$ cat src/rtl/debug_controller_pkg.sv
// Shared widths, depths, command codes and FSM encodings for the UART debug controller.
package debug_pkg;

    localparam int NB_DATA        = 8;
    localparam int NB_WORD        = 32;
    localparam int NB_SIZE        = 16;
    localparam int NB_IM_ADDR     = 10;
    localparam int NB_RB_ADDR     = 5;
    localparam int RB_DEPTH       = 32;
    localparam int NB_DM_ADDR     = 7;
    localparam int DM_DEPTH       = 128;
    localparam int BYTES_PER_WORD = 4;

    localparam logic [NB_DATA-1:0] CMD_LOAD    = 8'h01;
    localparam logic [NB_DATA-1:0] CMD_RUN     = 8'h04;
    localparam logic [NB_DATA-1:0] CMD_STEP    = 8'h05;
    localparam logic [NB_DATA-1:0] CMD_SEND_BR = 8'h06;
    localparam logic [NB_DATA-1:0] CMD_SEND_PC = 8'h07;
    localparam logic [NB_DATA-1:0] CMD_SEND_DM = 8'h08;

    typedef enum logic [3:0] {
        ST_IDLE,
        ST_READY,
        ST_SIZE_LO,
        ST_SIZE_HI,
        ST_LOAD,
        ST_RUN,
        ST_STEP,
        ST_SEND_BR,
        ST_SEND_PC,
        ST_SEND_DM
    } state_e;

    // Sub-phases of one dumped word: drive address, capture read data, wait for serializer.
    typedef enum logic [1:0] {
        PH_ADDR,
        PH_CAPTURE,
        PH_WAIT
    } phase_e;

endpackage

$ cat src/rtl/debug_controller_if.sv
// UART, instruction/data memory, register bank and control signals seen by the debug controller.
interface debug_controller_if;
    import debug_pkg::*;

    logic                  i_rx_done;
    logic [NB_DATA-1:0]    i_rx_data;
    logic                  i_tx_done;
    logic                  i_hlt;
    logic [NB_WORD-1:0]    i_pc_value;
    logic [NB_WORD-1:0]    i_rb_data;
    logic [NB_WORD-1:0]    i_dm_data;
    logic [NB_DATA-1:0]    o_im_data;
    logic [NB_IM_ADDR-1:0] o_im_addr;
    logic                  o_im_write_enable;
    logic [NB_RB_ADDR-1:0] o_rb_addr;
    logic                  o_rb_read_enable;
    logic [NB_DM_ADDR-1:0] o_dm_addr;
    logic                  o_dm_read_enable;
    logic [NB_DATA-1:0]    o_tx_data;
    logic                  o_tx_start;
    logic                  o_cu_enable;
    logic                  o_halted;
    logic                  o_busy;

    modport master (
        input  i_rx_done, i_rx_data, i_tx_done, i_hlt, i_pc_value, i_rb_data, i_dm_data,
        output o_im_data, o_im_addr, o_im_write_enable, o_rb_addr, o_rb_read_enable,
               o_dm_addr, o_dm_read_enable, o_tx_data, o_tx_start, o_cu_enable,
               o_halted, o_busy
    );

    modport slave (
        output i_rx_done, i_rx_data, i_tx_done, i_hlt, i_pc_value, i_rb_data, i_dm_data,
        input  o_im_data, o_im_addr, o_im_write_enable, o_rb_addr, o_rb_read_enable,
               o_dm_addr, o_dm_read_enable, o_tx_data, o_tx_start, o_cu_enable,
               o_halted, o_busy
    );

endinterface

$ cat src/rtl/debug_controller_word_serializer.sv
// Sends one NB_WORD word as BYTES_PER_WORD bytes, LSB first, one byte in flight at a time.
module word_serializer
    import debug_pkg::*;
(
    input  logic               i_clock,
    input  logic               i_reset,
    input  logic               i_load,
    input  logic [NB_WORD-1:0] i_word,
    input  logic               i_tx_done,
    output logic [NB_DATA-1:0] o_tx_data,
    output logic               o_tx_start,
    output logic               o_done
);

    localparam int NB_CNT = $clog2(BYTES_PER_WORD);

    logic [NB_WORD-1:0] shift_q, shift_d;
    logic [NB_CNT-1:0]  cnt_q, cnt_d;
    logic               busy_q, busy_d;
    logic               start_q, start_d;
    logic               done_q, done_d;

    always_ff @(posedge i_clock or negedge i_reset) begin
        if (!i_reset) begin
            shift_q <= '0;
            cnt_q   <= '0;
            busy_q  <= 1'b0;
            start_q <= 1'b0;
            done_q  <= 1'b0;
        end else begin
            shift_q <= shift_d;
            cnt_q   <= cnt_d;
            busy_q  <= busy_d;
            start_q <= start_d;
            done_q  <= done_d;
        end
    end

    always_comb begin
        shift_d = shift_q;
        cnt_d   = cnt_q;
        busy_d  = busy_q;
        start_d = 1'b0;
        done_d  = 1'b0;
        if (i_load) begin
            shift_d = i_word;
            cnt_d   = '0;
            busy_d  = 1'b1;
            start_d = 1'b1;
        end else if (busy_q && i_tx_done) begin
            // The byte in flight is finished: either close the word or launch the next byte.
            if (cnt_q == NB_CNT'(BYTES_PER_WORD - 1)) begin
                busy_d = 1'b0;
                done_d = 1'b1;
            end else begin
                shift_d = shift_q >> NB_DATA;
                cnt_d   = cnt_q + 1'b1;
                start_d = 1'b1;
            end
        end
    end

    assign o_tx_data  = shift_q[NB_DATA-1:0];
    assign o_tx_start = start_q;
    assign o_done     = done_q;

endmodule

$ cat src/rtl/debug_controller.sv
// UART debug controller: program load, run/step control and register/memory/PC dumps.
module debug_controller
    import debug_pkg::*;
(
    input  logic               i_clock,
    input  logic               i_reset,
    debug_controller_if.master bus
);

    state_e                state_q, state_d;
    state_e                ret_q, ret_d;
    phase_e                phase_q, phase_d;
    logic [NB_SIZE-1:0]    size_q, size_d;
    logic [NB_SIZE-1:0]    cnt_q, cnt_d;
    logic [NB_DM_ADDR-1:0] addr_q, addr_d;
    logic                  halted_q, halted_d;

    logic                  ser_load;
    logic [NB_WORD-1:0]    ser_word;
    logic                  ser_done;
    logic [NB_DATA-1:0]    ser_tx_data;
    logic                  ser_tx_start;

    logic                  im_we;
    logic [NB_DATA-1:0]    im_data;
    logic [NB_IM_ADDR-1:0] im_addr;
    logic                  rb_re;
    logic                  dm_re;
    logic                  last_word;

    word_serializer u_serializer (
        .i_clock    (i_clock),
        .i_reset    (i_reset),
        .i_load     (ser_load),
        .i_word     (ser_word),
        .i_tx_done  (bus.i_tx_done),
        .o_tx_data  (ser_tx_data),
        .o_tx_start (ser_tx_start),
        .o_done     (ser_done)
    );

    always_ff @(posedge i_clock or negedge i_reset) begin
        if (!i_reset) begin
            state_q  <= ST_IDLE;
            ret_q    <= ST_IDLE;
            phase_q  <= PH_ADDR;
            size_q   <= '0;
            cnt_q    <= '0;
            addr_q   <= '0;
            halted_q <= 1'b0;
        end else begin
            state_q  <= state_d;
            ret_q    <= ret_d;
            phase_q  <= phase_d;
            size_q   <= size_d;
            cnt_q    <= cnt_d;
            addr_q   <= addr_d;
            halted_q <= halted_d;
        end
    end

    assign last_word = (state_q == ST_SEND_BR) ? (addr_q == NB_DM_ADDR'(RB_DEPTH - 1))
                                               : (addr_q == NB_DM_ADDR'(DM_DEPTH - 1));

    always_comb begin
        state_d  = state_q;
        ret_d    = ret_q;
        phase_d  = phase_q;
        size_d   = size_q;
        cnt_d    = cnt_q;
        addr_d   = addr_q;
        halted_d = halted_q;
        ser_load = 1'b0;
        ser_word = '0;
        im_we    = 1'b0;
        im_data  = '0;
        im_addr  = '0;
        rb_re    = 1'b0;
        dm_re    = 1'b0;

        case (state_q)
            ST_IDLE, ST_READY: begin
                if (bus.i_rx_done) begin
                    case (bus.i_rx_data)
                        CMD_LOAD: state_d = ST_SIZE_LO;
                        CMD_RUN: begin
                            if (state_q == ST_READY && !halted_q) state_d = ST_RUN;
                        end
                        CMD_STEP: begin
                            if (state_q == ST_READY && !halted_q) state_d = ST_STEP;
                        end
                        CMD_SEND_BR, CMD_SEND_DM, CMD_SEND_PC: begin
                            ret_d   = state_q;
                            phase_d = PH_ADDR;
                            addr_d  = '0;
                            state_d = (bus.i_rx_data == CMD_SEND_BR) ? ST_SEND_BR :
                                      (bus.i_rx_data == CMD_SEND_DM) ? ST_SEND_DM : ST_SEND_PC;
                        end
                        default: ;
                    endcase
                end
            end
            ST_SIZE_LO: begin
                if (bus.i_rx_done) begin
                    size_d[NB_DATA-1:0] = bus.i_rx_data;
                    state_d             = ST_SIZE_HI;
                end
            end
            ST_SIZE_HI: begin
                if (bus.i_rx_done) begin
                    size_d[NB_SIZE-1:NB_DATA] = bus.i_rx_data;
                    cnt_d                     = '0;
                    state_d = ({bus.i_rx_data, size_q[NB_DATA-1:0]} == '0) ? ST_READY : ST_LOAD;
                end
            end
            ST_LOAD: begin
                if (bus.i_rx_done) begin
                    im_we   = 1'b1;
                    im_data = bus.i_rx_data;
                    im_addr = cnt_q[NB_IM_ADDR-1:0];
                    cnt_d   = cnt_q + 1'b1;
                    if (cnt_q == size_q - 1'b1) begin
                        state_d  = ST_READY;
                        halted_d = 1'b0;
                    end
                end
            end
            ST_RUN: begin
                if (bus.i_hlt) begin
                    halted_d = 1'b1;
                    state_d  = ST_READY;
                end
            end
            ST_STEP: begin
                if (bus.i_hlt) halted_d = 1'b1;
                ret_d   = ST_READY;
                phase_d = PH_ADDR;
                state_d = ST_SEND_PC;
            end
            ST_SEND_PC: begin
                // PC is sampled on the first cycle here, after any step has updated it.
                if (phase_q == PH_ADDR) begin
                    ser_load = 1'b1;
                    ser_word = bus.i_pc_value;
                    phase_d  = PH_WAIT;
                end else if (ser_done) begin
                    state_d = ret_q;
                end
            end
            ST_SEND_BR, ST_SEND_DM: begin
                case (phase_q)
                    PH_ADDR: begin
                        rb_re   = (state_q == ST_SEND_BR);
                        dm_re   = (state_q == ST_SEND_DM);
                        phase_d = PH_CAPTURE;
                    end
                    PH_CAPTURE: begin
                        ser_load = 1'b1;
                        ser_word = (state_q == ST_SEND_BR) ? bus.i_rb_data : bus.i_dm_data;
                        phase_d  = PH_WAIT;
                    end
                    PH_WAIT: begin
                        if (ser_done) begin
                            if (last_word) begin
                                state_d = ret_q;
                            end else begin
                                addr_d  = addr_q + 1'b1;
                                phase_d = PH_ADDR;
                            end
                        end
                    end
                    default: phase_d = PH_ADDR;
                endcase
            end
            default: state_d = ST_IDLE;
        endcase
    end

    assign bus.o_im_data         = im_data;
    assign bus.o_im_addr         = im_addr;
    assign bus.o_im_write_enable = im_we;
    assign bus.o_rb_addr         = addr_q[NB_RB_ADDR-1:0];
    assign bus.o_rb_read_enable  = rb_re;
    assign bus.o_dm_addr         = addr_q;
    assign bus.o_dm_read_enable  = dm_re;
    assign bus.o_tx_data         = ser_tx_data;
    assign bus.o_tx_start        = ser_tx_start;
    assign bus.o_cu_enable       = (state_q == ST_RUN) || (state_q == ST_STEP);
    assign bus.o_halted          = halted_q;
    assign bus.o_busy            = (state_q != ST_IDLE) && (state_q != ST_READY);

endmodule

$ cat src/flat_wrapper.sv
// flat-port wrapper written by rule: the top's interface ports become plain ports
module debug_controller_flat import debug_pkg::*;
  (i_clock, i_reset, bus_i_rx_done, bus_i_rx_data, bus_i_tx_done, bus_i_hlt, bus_i_pc_value, bus_i_rb_data, bus_i_dm_data, bus_o_im_data, bus_o_im_addr, bus_o_im_write_enable, bus_o_rb_addr, bus_o_rb_read_enable, bus_o_dm_addr, bus_o_dm_read_enable, bus_o_tx_data, bus_o_tx_start, bus_o_cu_enable, bus_o_halted, bus_o_busy);
  debug_controller_if bus_i ();
  input  logic i_clock;
  input  logic i_reset;
  input wire logic [$bits(bus_i.i_rx_done)-1:0] bus_i_rx_done;
  input wire logic [$bits(bus_i.i_rx_data)-1:0] bus_i_rx_data;
  input wire logic [$bits(bus_i.i_tx_done)-1:0] bus_i_tx_done;
  input wire logic [$bits(bus_i.i_hlt)-1:0] bus_i_hlt;
  input wire logic [$bits(bus_i.i_pc_value)-1:0] bus_i_pc_value;
  input wire logic [$bits(bus_i.i_rb_data)-1:0] bus_i_rb_data;
  input wire logic [$bits(bus_i.i_dm_data)-1:0] bus_i_dm_data;
  output wire logic [$bits(bus_i.o_im_data)-1:0] bus_o_im_data;
  output wire logic [$bits(bus_i.o_im_addr)-1:0] bus_o_im_addr;
  output wire logic [$bits(bus_i.o_im_write_enable)-1:0] bus_o_im_write_enable;
  output wire logic [$bits(bus_i.o_rb_addr)-1:0] bus_o_rb_addr;
  output wire logic [$bits(bus_i.o_rb_read_enable)-1:0] bus_o_rb_read_enable;
  output wire logic [$bits(bus_i.o_dm_addr)-1:0] bus_o_dm_addr;
  output wire logic [$bits(bus_i.o_dm_read_enable)-1:0] bus_o_dm_read_enable;
  output wire logic [$bits(bus_i.o_tx_data)-1:0] bus_o_tx_data;
  output wire logic [$bits(bus_i.o_tx_start)-1:0] bus_o_tx_start;
  output wire logic [$bits(bus_i.o_cu_enable)-1:0] bus_o_cu_enable;
  output wire logic [$bits(bus_i.o_halted)-1:0] bus_o_halted;
  output wire logic [$bits(bus_i.o_busy)-1:0] bus_o_busy;
  assign bus_i.i_rx_done = bus_i_rx_done;
  assign bus_i.i_rx_data = bus_i_rx_data;
  assign bus_i.i_tx_done = bus_i_tx_done;
  assign bus_i.i_hlt = bus_i_hlt;
  assign bus_i.i_pc_value = bus_i_pc_value;
  assign bus_i.i_rb_data = bus_i_rb_data;
  assign bus_i.i_dm_data = bus_i_dm_data;
  assign bus_o_im_data = bus_i.o_im_data;
  assign bus_o_im_addr = bus_i.o_im_addr;
  assign bus_o_im_write_enable = bus_i.o_im_write_enable;
  assign bus_o_rb_addr = bus_i.o_rb_addr;
  assign bus_o_rb_read_enable = bus_i.o_rb_read_enable;
  assign bus_o_dm_addr = bus_i.o_dm_addr;
  assign bus_o_dm_read_enable = bus_i.o_dm_read_enable;
  assign bus_o_tx_data = bus_i.o_tx_data;
  assign bus_o_tx_start = bus_i.o_tx_start;
  assign bus_o_cu_enable = bus_i.o_cu_enable;
  assign bus_o_halted = bus_i.o_halted;
  assign bus_o_busy = bus_i.o_busy;
  debug_controller u_core (.i_clock(i_clock), .i_reset(i_reset), .bus(bus_i));
endmodule
$ cat config.mk
export PLATFORM = sky130hd
export DESIGN_NAME = debug_controller_flat
export DESIGN_NICKNAME = d
export VERILOG_FILES = /design/src/rtl/debug_controller_pkg.sv /design/src/rtl/debug_controller_if.sv /design/src/rtl/debug_controller_word_serializer.sv /design/src/rtl/debug_controller.sv /design/src/flat_wrapper.sv
export SDC_FILE = /design/constraint.sdc
export NUM_CORES = 1
export LEC_CHECK = 0
export ABC_CLOCK_PERIOD_IN_PS = 3000
export CAP_MARGIN = 40
export CORE_AREA = 2 2 103 105
export CTS_CLUSTER_SIZE = 28
export DETAILED_ROUTE_END_ITERATION = 10
export DIE_AREA = 0 0 105 107
export DONT_BUFFER_PORTS = 1
export PLACE_DENSITY = 0.8
export SLEW_MARGIN = 40
export SYNTH_ARGS = -nofsm -noshare
export SYNTH_HDL_FRONTEND = slang
export SYNTH_SLANG_ARGS = --single-unit
$ cat constraint.sdc
create_clock -name i_clock -period 3 [get_ports i_clock]
set_input_delay 0.6 -clock i_clock [delete_from_list [all_inputs] [get_ports i_clock]]
set_output_delay 0.6 -clock i_clock [all_outputs]
set_load 0.02 [all_outputs]
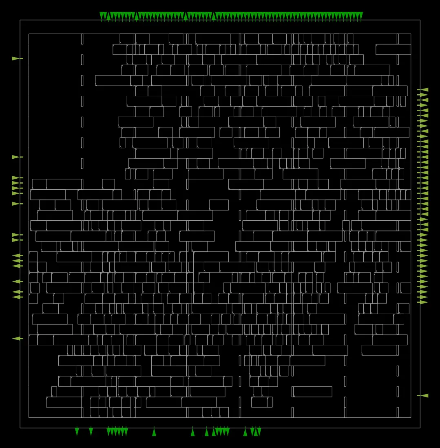
run_1/final_placement.png
Post-Layout Cell Count: 717
post-layout util: 57.1%

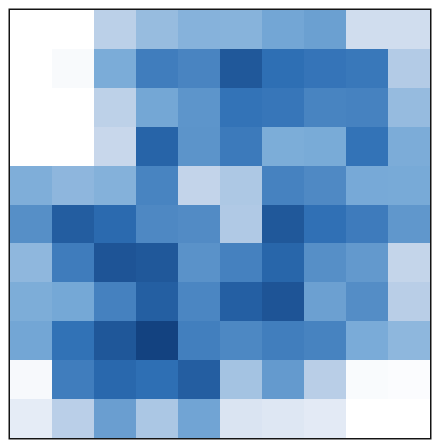
run_1/density.png
10 x 11 tiles, from white (low) to dark blue (high), 0 to 100% covered.
fullest tile	93%
tiles over 75% full	14%
nearly empty tiles	9.1%
emptiest ninth of the die	north-west
mean over tiles	50%

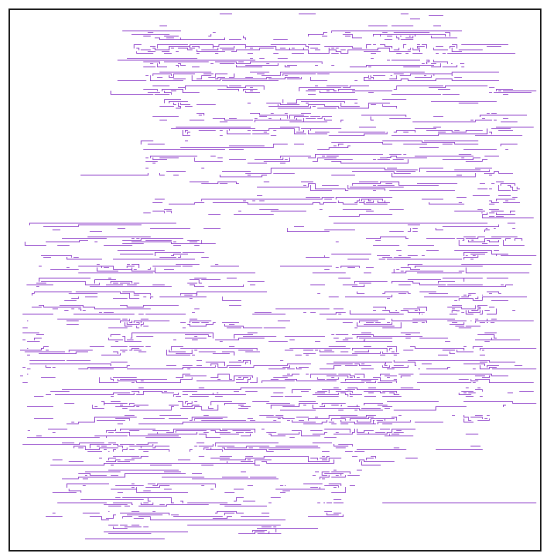
run_1/met1.png
main direction	horizontal
nets with wire on the layer	624
wire length on this layer	5,780 µm
share of all routed wire	42%

==> qor.yml, run 1 <==
worst_setup_path:
  arrival_ns: 2.10
  reg2reg_to: "u_core.bus.o_dm_addr[6]"
  ff2ff_path_depth: 6
  cpMostUsedCell: "buf_4"
  crit_chain: "nand4b_4 -> buf_4 -> nor3_1 -> buf_4"
  rr_startpoint: "u_core.state_q[3]"
  cp_top_family: "flip-flops"
  worst_setup_path_end_kind: "primary output"
  worstSetupStartpoint: "u_core.state_q[3]"
  worst-path-buf-inv: 2
  regToRegSetupSlack_ns: 0.33
  required_ns: 2.40
  crit_cells: 4
run_status:
  status: "finished clean"
final_timing:
  timing.final.ws_setup_ns: 0.304
  slew_headroom_pct: 57.7
  grt_setup_unrepaired: "false"
  min_period_over_period_pct: 89.9
  setup_tns_ns: 0
  slew_violations: 0
  worstMarginPinSlew_ns: 0.628
  fin_skew_ns: 0.0120
  clock.fmax_mhz: 371
  timing.final.crit_period_ns: 2.70
  holdWs_ns: 0.126
  hold_viol_final: 0
layout:
  diodes: 0
  reg.largest.list: "u_core.u_serializer.shift_q (32), u_core.cnt_q (16), u_core.size_q (16)"
  largest_cell_class: "combinational gates"
  sh_seq_area_pct: 37.8
  regArea_um2: 2180
  nonClockInverterCount: 8
  area_growth_pct: 4.47
  fin_nets: 690
  flops: 87
  mostFrequentLayoutCells: "dfrtp_1, nand2_1, mux2i_1"
  clockNetworkAreaShare_pct: 3.24
  signal_buffers: 15
  regMostFlops: "u_core.u_serializer.shift_q"
  largest_reg_flops: 32
  clkbuf_count: 9
  multiInputCombCellCount: 455
  n_fill_cell: 901
  sh_comb_area_pct: 53.2
detailed_routing:
  ant_nets: 0
  via_per_inst: 6.37
  drt_pass1_iterations: 5
  wl_per_cell_um: 19.0
  drt_iter0_markers: 394
  vias: 4569
  wirelength_mm: 13.6
global_routing:
  grt_max_degree: 88
  grt_pass1_vias: 4328
  overflow: 0
  grt_pass1_wl_mm: 21.8
  grt_usage_pct: 24.3
  antenna_found_initial: 0
clock_tree:
  clockRootBuffer: "clkbuf_8"
  cts_sinks: 87
  postCtsSetupRepairBufs: 0
  clock_latency_ns: 0.37
  clkTransAtPathRegs_ns: 0.10
  clockBufferDepth: 2
  tritoncts: "built"
  cts-resized-gates: 0
place:
  gp_congestion: 0.913
  dp.cells: 700
  placed_area_um2: 5540
  pre_cts_ws_ns: 0.248
synth:
  syn_inst: 602
  synth_async_sr_flop_share_pct: 100
  syn_nets: 716
  synth-edff-count: 0
  yosysWarnings: 0
  synth_cell_types: 59
  yosys_cells: 602
  yosys_area_um2: 5510
  mappedNetlistArea_um2: 5510
  synth-main-ff-cell: "dfrtp_1"
job:
  maxCapViolCount: 0
  tool_warnings: 27
die:
  rows: 37
  taps: 136
  die_width_um: 105
  core_um2: 10100
  fp-utilization_pct: 54.6
  num_io_pins: 154
power_and_ir_drop:
  power.density_nw_per_um2: 463
  total_power_mw: 2.67
  power.leakage_nw: 2.83
[run 1: report_power, final]
part | internal (mW) | switching, mW | total [mW]
combinational | 0.175 | 0.178 | 0.353
sequential | 1.31 | 0.208 | 1.52
clock | 0.318 | 0.478 | 0.797
[run 1: cell usage after synthesis (4+ instances only)]
cell,instances,area (µm²)
nand4_1,4,25.0
xnor2_1,16,140
xor2_1,16,140
buf_2,6,30.0
o221ai_1,18,158
clkbuf_1,31,116
nand2b_1,10,62.6
buf_4,13,97.6
nand3b_1,5,37.5
nor2_1,42,158
nand3_1,18,90.1
nor3_1,15,75.1
dfrtp_1,87,2180
a221o_1,8,80.1
inv_1,7,26.3
ha_1,5,62.6
mux2i_1,43,430
nand2_1,67,251
and2_1,6,37.5
nor2b_1,12,75.1
a2bb2oi_1,6,52.6
o21ai_0,25,125
a211oi_1,4,30.0
mux2_2,19,214
and3_1,26,163
o21a_1,4,30.0
nor4_1,5,31.3
a21oi_1,31,155
o21ai_1,5,25.0
[run 1: cells by family after synthesis]
group                      Yosys count  synth area share [%]
DFF                                 87                  39.5
AOI/OAI and AO/OA                  124                  15.4
adders and majority gates            5                  1.13
muxes                               62                  11.7
xor gates and xnor gates            32                  5.08
buffers and inverters               60                  5.11
and+or+nand+nor                    232                  22.1
[run 1: worst register-to-register path, cell delays in order (launching register included)]
cell	delay [ns]
dfrtp_1	0.61
nor3_1	0.61
inv_1	0.31
a31oi_1	0.43
a211o_1	0.30
or2_4	0.20
o31ai_1	0.09
[run 1: per-layer routing]
layer  routed length (µm)  up-vias  GRT usage, %
met5                    0        -             0
met2                 6780      205          40.6
li1                     -     2110             -
met1                 5780     2229          31.6
met4                  243        0          7.43
met3                  849       25          5.35
run_1/registers.png
Other sequential cells in the stronger grey, the rest of the logic in the fainter grey.
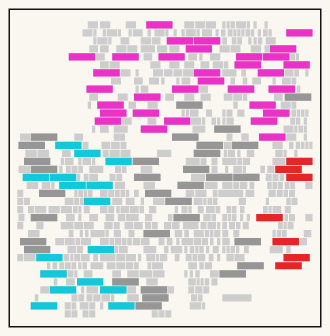

--- run 2 (diff from run 1) ---
Settings changed: CORE_AREA 2 2 103 105 to 2 2 104 106, DIE_AREA 0 0 105 107 to 0 0 106 108, PLACE_DENSITY 0.8 to 0.79, SLEW_MARGIN 40 to default.
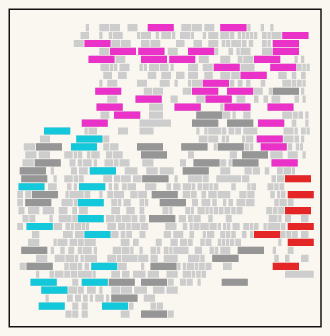
run_2/registers.png
Other sequential cells in the stronger grey, the rest of the logic in the fainter grey.
signal	colour	flops
`u_core.u_serializer.shift_q`	magenta	32
`u_core.cnt_q`	cyan	16
`u_core.bus.o_dm_addr`	red	7

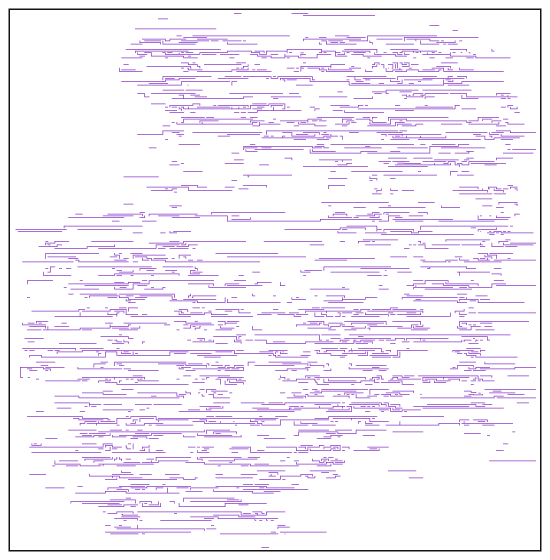
run_2/met1.png
share of all routed wire	42%
nets with wire on the layer	620
wire length on this layer	5,910 µm
longest straight run	32.2 µm

==> run 2 against run 1 <==
Clock skew is 0.0019 ns lower. Die size increased by 1.9%. Highest routed layer unchanged. Area after synthesis stayed put.
==> qor.yml, run 2 <==
synth:
  yosysMostFrequentCell: "dfrtp_1"
  top_cell_area_share_pct: 39.5
  syn-mean-instance-area_um2: 9.16
  numSynthFlops: 87
  yosys_cells: 602
  mappedNetlistArea_um2: 5510
  syn_inst: 602
  syn_nets: 716
  synth_async_sr_flop_share_pct: 100
  topCellsByArea: "dfrtp_1, mux2i_1, nand2_1"
  yosys_area_um2: 5510
  yosysWarnings: 0
  synthTopCellsByCount: "dfrtp_1, nand2_1, mux2i_1, nor2_1"
  synth-main-ff-cell: "dfrtp_1"
  synth-edff-count: 0
  synth_cell_types: 59
  ys_seq_share_pct: 39.5
  synth_area_leader_cell: "dfrtp_1"
final_timing:
  clock.fmax_mhz: 374
  min_period_over_period_pct: 89.2
  slew_violations: 0
  timing.final.crit_period_ns: 2.67
  worstMarginPinSlew_ns: 0.716
  setup_viol_count_final: 0
  timing.final.ws_setup_ns: 0.325
  holdWs_ns: 0.124
  grt_setup_unrepaired: "false"
  fin_skew_ns: 0.0101
  hold_viol_final: 0
  slew_headroom_pct: 52.1
  setup_tns_ns: 0
worst_setup_path:
  cpPeakStageDelay_ns: 0.74
  crit_chain: "nand4b_4 -> buf_4 -> nor3_1 -> buf_4"
  crit_cells: 4
  worstSetupStartpoint: "u_core.state_q[3]"
  arrival_ns: 2.07
  ff2ff_path_depth: 6
  worstSetupStartpointType: "flop"
  worst-path-buf-inv: 2
  critPathMaxFanout: 33
  path_class: "flop to primary output"
  cp_top_family: "flip-flops"
  worst_setup_path_end_kind: "primary output"
  cp_slowest_cell: "dfrtp_1"
  rr_startpoint: "u_core.state_q[3]"
  required_ns: 2.40
  cpMostUsedCell: "buf_4"
clock_tree:
  tritoncts: "built"
  h-tree-depth: 3
  clkTransAtPathRegs_ns: 0.09
  clock_latency_ns: 0.37
  cts_sinks: 87
  clockRootBuffer: "clkbuf_8"
  numCtsBuffers: 9
  clockBufferDepth: 2
  postCtsSetupRepairBufs: 0
layout:
  regArea_um2: 2180
  layout_top_cell: "dfrtp_1"
  fin_nets: 691
  reg.largest.list: "u_core.u_serializer.shift_q (32), u_core.cnt_q (16), u_core.size_q (16)"
  logic_area_um2: 3060
  mostFrequentLayoutCells: "dfrtp_1, nand2_1, mux2i_1"
  drive_above_1_share_pct: 10.7
  diodes: 0
  area_growth_pct: 4.79
  fin_cells: 718
  regMostFlops: "u_core.u_serializer.shift_q"
  fin_area_um2: 5780
  largest_reg_flops: 32
detailed_routing:
  drt_pass1_iterations: 6
  via_per_inst: 6.31
  ant_nets: 0
  wl_per_cell_um: 19.4
  wirelength_mm: 13.9
  drc: 0
  vias: 4533
  drt_iter0_markers: 336
power_and_ir_drop:
  power.density_nw_per_um2: 471
  irDropWorstVdd_mv: 0.354
  total_power_mw: 2.72
  switching_power_mw: 0.827
  power.leakage_nw: 2.84
  intPower_mw: 1.90
  p_seq_share_pct: 55.7
  power_switching_share_pct: 30.4
  pwr-share-comb_pct: 13.0
  p_clk_share_pct: 31.3
global_routing:
  overflow: 0
  antenna_found_initial: 0
  grt_max_degree: 88
  grt_pass1_vias: 4392
  grt_usage_pct: 23.7
  grt_pass1_wl_mm: 21.3
place:
  pre_cts_ws_ns: 0.322
  port_buffers: 0
  gp_congestion: 0.940
  placed_area_um2: 5550
  dp.cells: 701
  place_hpwl_mm: 10.0
run_status:
  status: "finished clean"
die:
  fp-utilization_pct: 53.9
  die_width_um: 106
  core_um2: 10200
  num_io_pins: 154
  dieArea_um2: 11400
  die_h_um: 108
job:
  maxCapViolCount: 0
  tool_warnings: 27
hold_path:
  hp-class: "input pin to asynchronous set/reset pin"
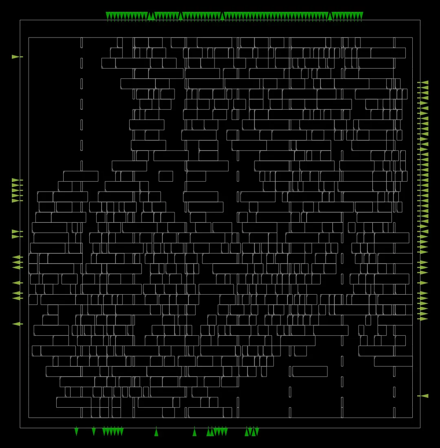
run_2/final_placement.png
post-layout util: 56.5%
Filler Cells Inserted: 920
num rows: 37

[run 2: cell counts after synthesis]
No cell type changed its count.
[run 2: path summary, 6_finish.rpt]
path | end | slack, ns
hold reg to reg | u_core.u_serializer.shift_q[24] | 0.54
hold / removal | u_core.bus.o_dm_addr[0] | 0.12
setup reg to reg | u_core.bus.o_dm_addr[5] | 0.36
max in group asynchronous | u_core.cnt_q[2] | 2.53
setup / recovery | bus_o_rb_read_enable | 0.33
min in group i_clock | u_core.u_serializer.shift_q[21] | 0.35
[run 2: final cells by class]
type                            count  share of cell area [%]
Sequential cell                    87                    37.7
Timing Repair Buffer               16                    2.43
Clock inverter                      4                   0.931
Tap cell                          136                    2.94
Clock buffer                       12                    2.51
Inverter                            8                   0.520
Multi-Input combinational cell    455                    53.0
[run 2: logic make-up (layout without fill, tap and decap cells)]
group	Yosys count	in the layout	synth area share, %
AOI/OAI and AO/OA	124	124	15.4
muxes	62	62	11.7
DFF	87	87	39.5
buffers and inverters	60	40	5.11
adders and majority gates	5	5	1.13
and+or+nand+nor	232	232	22.1
xor gates and xnor gates	32	32	5.08
[run 2: routing by layer]
layer  wire length [µm]  GRT usage [%]
met1               5910           29.4
met2               7060           41.0
met5                  0              0
met4                236           9.02
met3                702           4.76
[run 2: what timing repair did]
item                       CTS  global route
gates resized                0             1
hold endpoints to repair    87             0
setup endpoints to repair    0             1
hold buffers                 1             0
[run 2: power by group through the flow]
stage          sequential, mW  combinational (mW)  clock, mW
2_1_floorplan            1.41               0.450          0
3_3_place_gp             1.53               0.315          0
3_5_place_dp             1.54               0.329          0
4_1_cts                  1.51               0.358      0.867
5_1_grt                  1.54               0.389      0.909
6_report                 1.52               0.354      0.852
run_2/met2.png
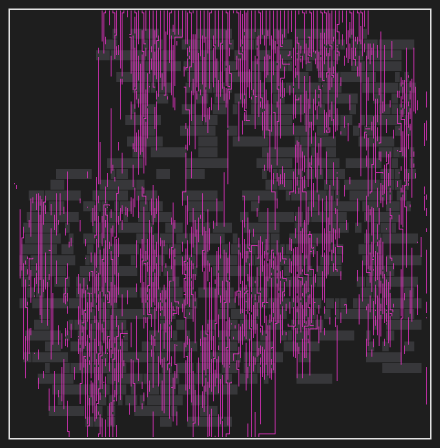

--- run 3 (diff from run 2) ---
Settings changed: CORE_AREA 2 2 104 106 to 2 2 133 83, DIE_AREA 0 0 106 108 to 0 0 135 85.
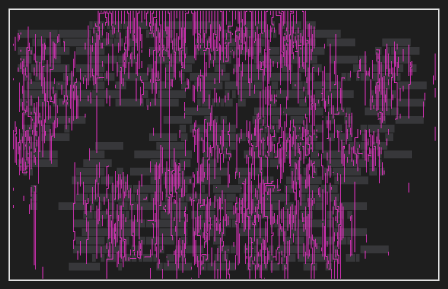
run_3/met2.png
share of all routed wire	43%
main direction	vertical

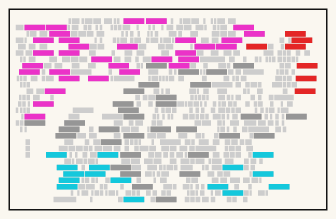
run_3/registers.png
Other sequential cells in the stronger grey, the rest of the logic in the fainter grey.
signal	colour	flops
`u_core.bus.o_dm_addr`	red	7
`u_core.cnt_q`	cyan	16
`u_core.u_serializer.shift_q`	magenta	32
not coloured	32

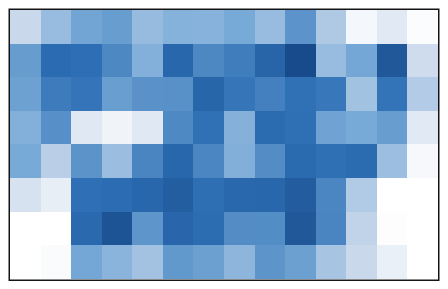
run_3/density.png
14 x 8 tiles, from white (low) to dark blue (high), 0 to 100% covered.
nearly empty tiles	8.0%
emptiest ninth of the die	south-east
tiles over 75% full	19%
mean over tiles	50%

==> run 3 against run 2 <==
Die size grew 0.24%. Setup slack lost 0.014 ns. Synthesized cell count is the same. Global-route usage grew 1.4 points. Sequential power is essentially flat. Area after synthesis is the same. Fmax shrank 0.51%. First-iteration DRC count grew 40%. Non-clock buffer count grew 3. Clock skew shrank 0.0029 ns. Largest power group unchanged.
==> qor.yml, run 3 <==
worst_setup_path:
  path_class: "flop to flop"
  crit_chain: "nor4bb_1 -> o21ai_1 -> nor4_1 -> buf_4 -> and2_1 -> nand3_1 -> xor2_1 -> nor2_1"
  critPathMaxFanout: 15
  worst_setup_path_end_kind: "flop"
  crit_cells: 8
  arrival_ns: 2.91
  required_ns: 3.22
  worstSetupStartpoint: "u_core.state_q[1]"
  worst-path-buf-inv: 1
  ff2ff_path_depth: 8
  cp_top_family: "simple AND/OR/NAND/NOR gates"
  worstSetupStartpointType: "flop"
  cp_slowest_cell: "dfrtp_1"
  rr_startpoint: "u_core.state_q[1]"
  cpPeakStageDelay_ns: 0.66
clock_tree:
  cts_sinks: 87
  postCtsSetupRepairBufs: 0
  h-tree-depth: 3
  clockRootBuffer: "clkbuf_16"
  tritoncts: "built"
  numCtsBuffers: 9
  clock_latency_ns: 0.34
  clkTransAtPathRegs_ns: 0.06
  clockBufferDepth: 2
global_routing:
  grt_pass1_wl_mm: 22.9
  antenna_found_initial: 0
  grt_pass1_vias: 4341
  grt_max_degree: 88
  overflow: 0
  grt_usage_pct: 25.1
synth:
  syn_inst: 602
  synth_cell_types: 59
  numSynthFlops: 87
  synth_area_leader_cell: "dfrtp_1"
  synthTopCellsByCount: "dfrtp_1, nand2_1, mux2i_1, nor2_1"
  mux_share_pct: 11.7
  synth-edff-count: 0
  mappedNetlistArea_um2: 5510
  synth_xor_xnor_area_share_pct: 5.08
  logic_family: "simple AND/OR/NAND/NOR gates"
  yosys_area_um2: 5510
  simple_gate_share_pct: 22.1
  ys_sh_aoi_pct: 15.4
  syn-mean-instance-area_um2: 9.16
  synth-main-ff-cell: "dfrtp_1"
  yosysMostFrequentCell: "dfrtp_1"
  top_cell_area_share_pct: 39.5
  syn_nets: 716
  topCellsByArea: "dfrtp_1, mux2i_1, nand2_1"
  ys_seq_share_pct: 39.5
  yosys_cells: 602
  yosysWarnings: 0
  ys_sh_adder_pct: 1.13
  synth_async_sr_flop_share_pct: 100
final_timing:
  fin_skew_ns: 0.00723
  clock.fmax_mhz: 372
  slew_violations: 0
  slew_headroom_pct: 55.0
  timing.final.crit_period_ns: 2.69
  hold_viol_final: 0
  min_period_over_period_pct: 89.6
  setup_viol_count_final: 0
  grt_setup_unrepaired: "false"
  worstMarginPinSlew_ns: 0.674
  setup_tns_ns: 0
layout:
  largest_reg_flops: 32
  regMostFlops: "u_core.u_serializer.shift_q"
  fin_nets: 694
  fin_cells: 723
  utilization_pct: 57.3
  fin_area_um2: 5900
  area_growth_pct: 7.01
  drive_above_1_share_pct: 11.3
  reg.largest.list: "u_core.u_serializer.shift_q (32), u_core.cnt_q (16), u_core.size_q (16)"
  layout_top_cell: "dfrtp_1"
  mostFrequentLayoutCells: "dfrtp_1, nand2_1, mux2i_1"
  diodes: 0
power_and_ir_drop:
  total_power_mw: 3.00
  power.leakage_nw: 2.91
  power.density_nw_per_um2: 509
  irDropWorstVdd_mv: 0.370
detailed_routing:
  ant_nets: 0
  drt_iter0_markers: 470
  vias: 4564
  drc: 0
  drt_pass1_iterations: 7
  via_per_inst: 6.31
  wl_per_cell_um: 19.8
  wirelength_mm: 14.3
run_status:
  status: "finished clean"
place:
  place_hpwl_mm: 10.8
  dp.cells: 707
  gp_congestion: 0.958
  placed_area_um2: 5570
  port_buffers: 0
job:
  maxCapViolCount: 0
  tool_warnings: 27
die:
  core_um2: 10300
  num_io_pins: 154
  die_h_um: 85
  fp-utilization_pct: 53.5
  dieArea_um2: 11500
  die_width_um: 135
  rows: 29
hold_path:
  hp-class: "input pin to asynchronous set/reset pin"
run 3: netlist changes by cell type in the layout (fill, tap and decap cells not counted):
cell | previous run | this run
clkinvlp_4 | 2 | 1
clkinv_2 | 0 | 2
buf_4 | 15 | 18
clkbuf_1 | 2 | 0
clkbuf_16 | 0 | 9
clkbuf_8 | 10 | 1
run 3: power by group:
group | internal (mW) | switching [mW] | total, mW
combinational | 0.176 | 0.187 | 0.363
clock | 0.663 | 0.456 | 1.12
sequential | 1.31 | 0.209 | 1.52
run 3: metrics by stage:
| step | hold WS (ns) | setup WS, ns |
|---|---|---|
| global placement | 0.308 | 0.427 |
| detailed placement | 0.308 | 0.252 |
| finish | 0.166 | 0.312 |
| floorplan | 0.304 | 0.631 |
| CTS | 0.190 | 0.225 |
| global route | 0.191 | 0.0556 |
run 3: cell type report:
type | instances | area (µm²)
timing repair buffer | 19 | 163
sequential | 87 | 2180
tap | 139 | 174
multi-input combinational | 455 | 3060
clock inverter | 5 | 56.3
fill | 933 | 4400
clock buffer | 10 | 239
inverter | 8 | 30.0
run 3: worst paths after layout:
check	end	slack, ns
hold / removal	u_core.cnt_q[9]	0.17
setup / recovery	u_core.cnt_q[13]	0.31
max in group asynchronous	u_core.bus.o_dm_addr[6]	2.48
hold reg to reg	u_core.u_serializer.busy_q	0.51
setup reg to reg	u_core.cnt_q[13]	0.31
min in group i_clock	u_core.u_serializer.shift_q[13]	0.39
run 3: per-layer routing:
metal	share of wire (%)	GRT usage [%]
met5	0	0
met2	43	35.1
met1	47	38.5
met3	9.8	8.06
met4	0.41	3.88
run 3: repair_timing:
action / 4_1_cts / 5_1_grt
setup endpoints to repair: 0 / 3
hold buffers: 1 / 0
hold endpoints to repair: 87 / 0
gates resized: 0 / 1
Power and IR drop assume default switching activity.
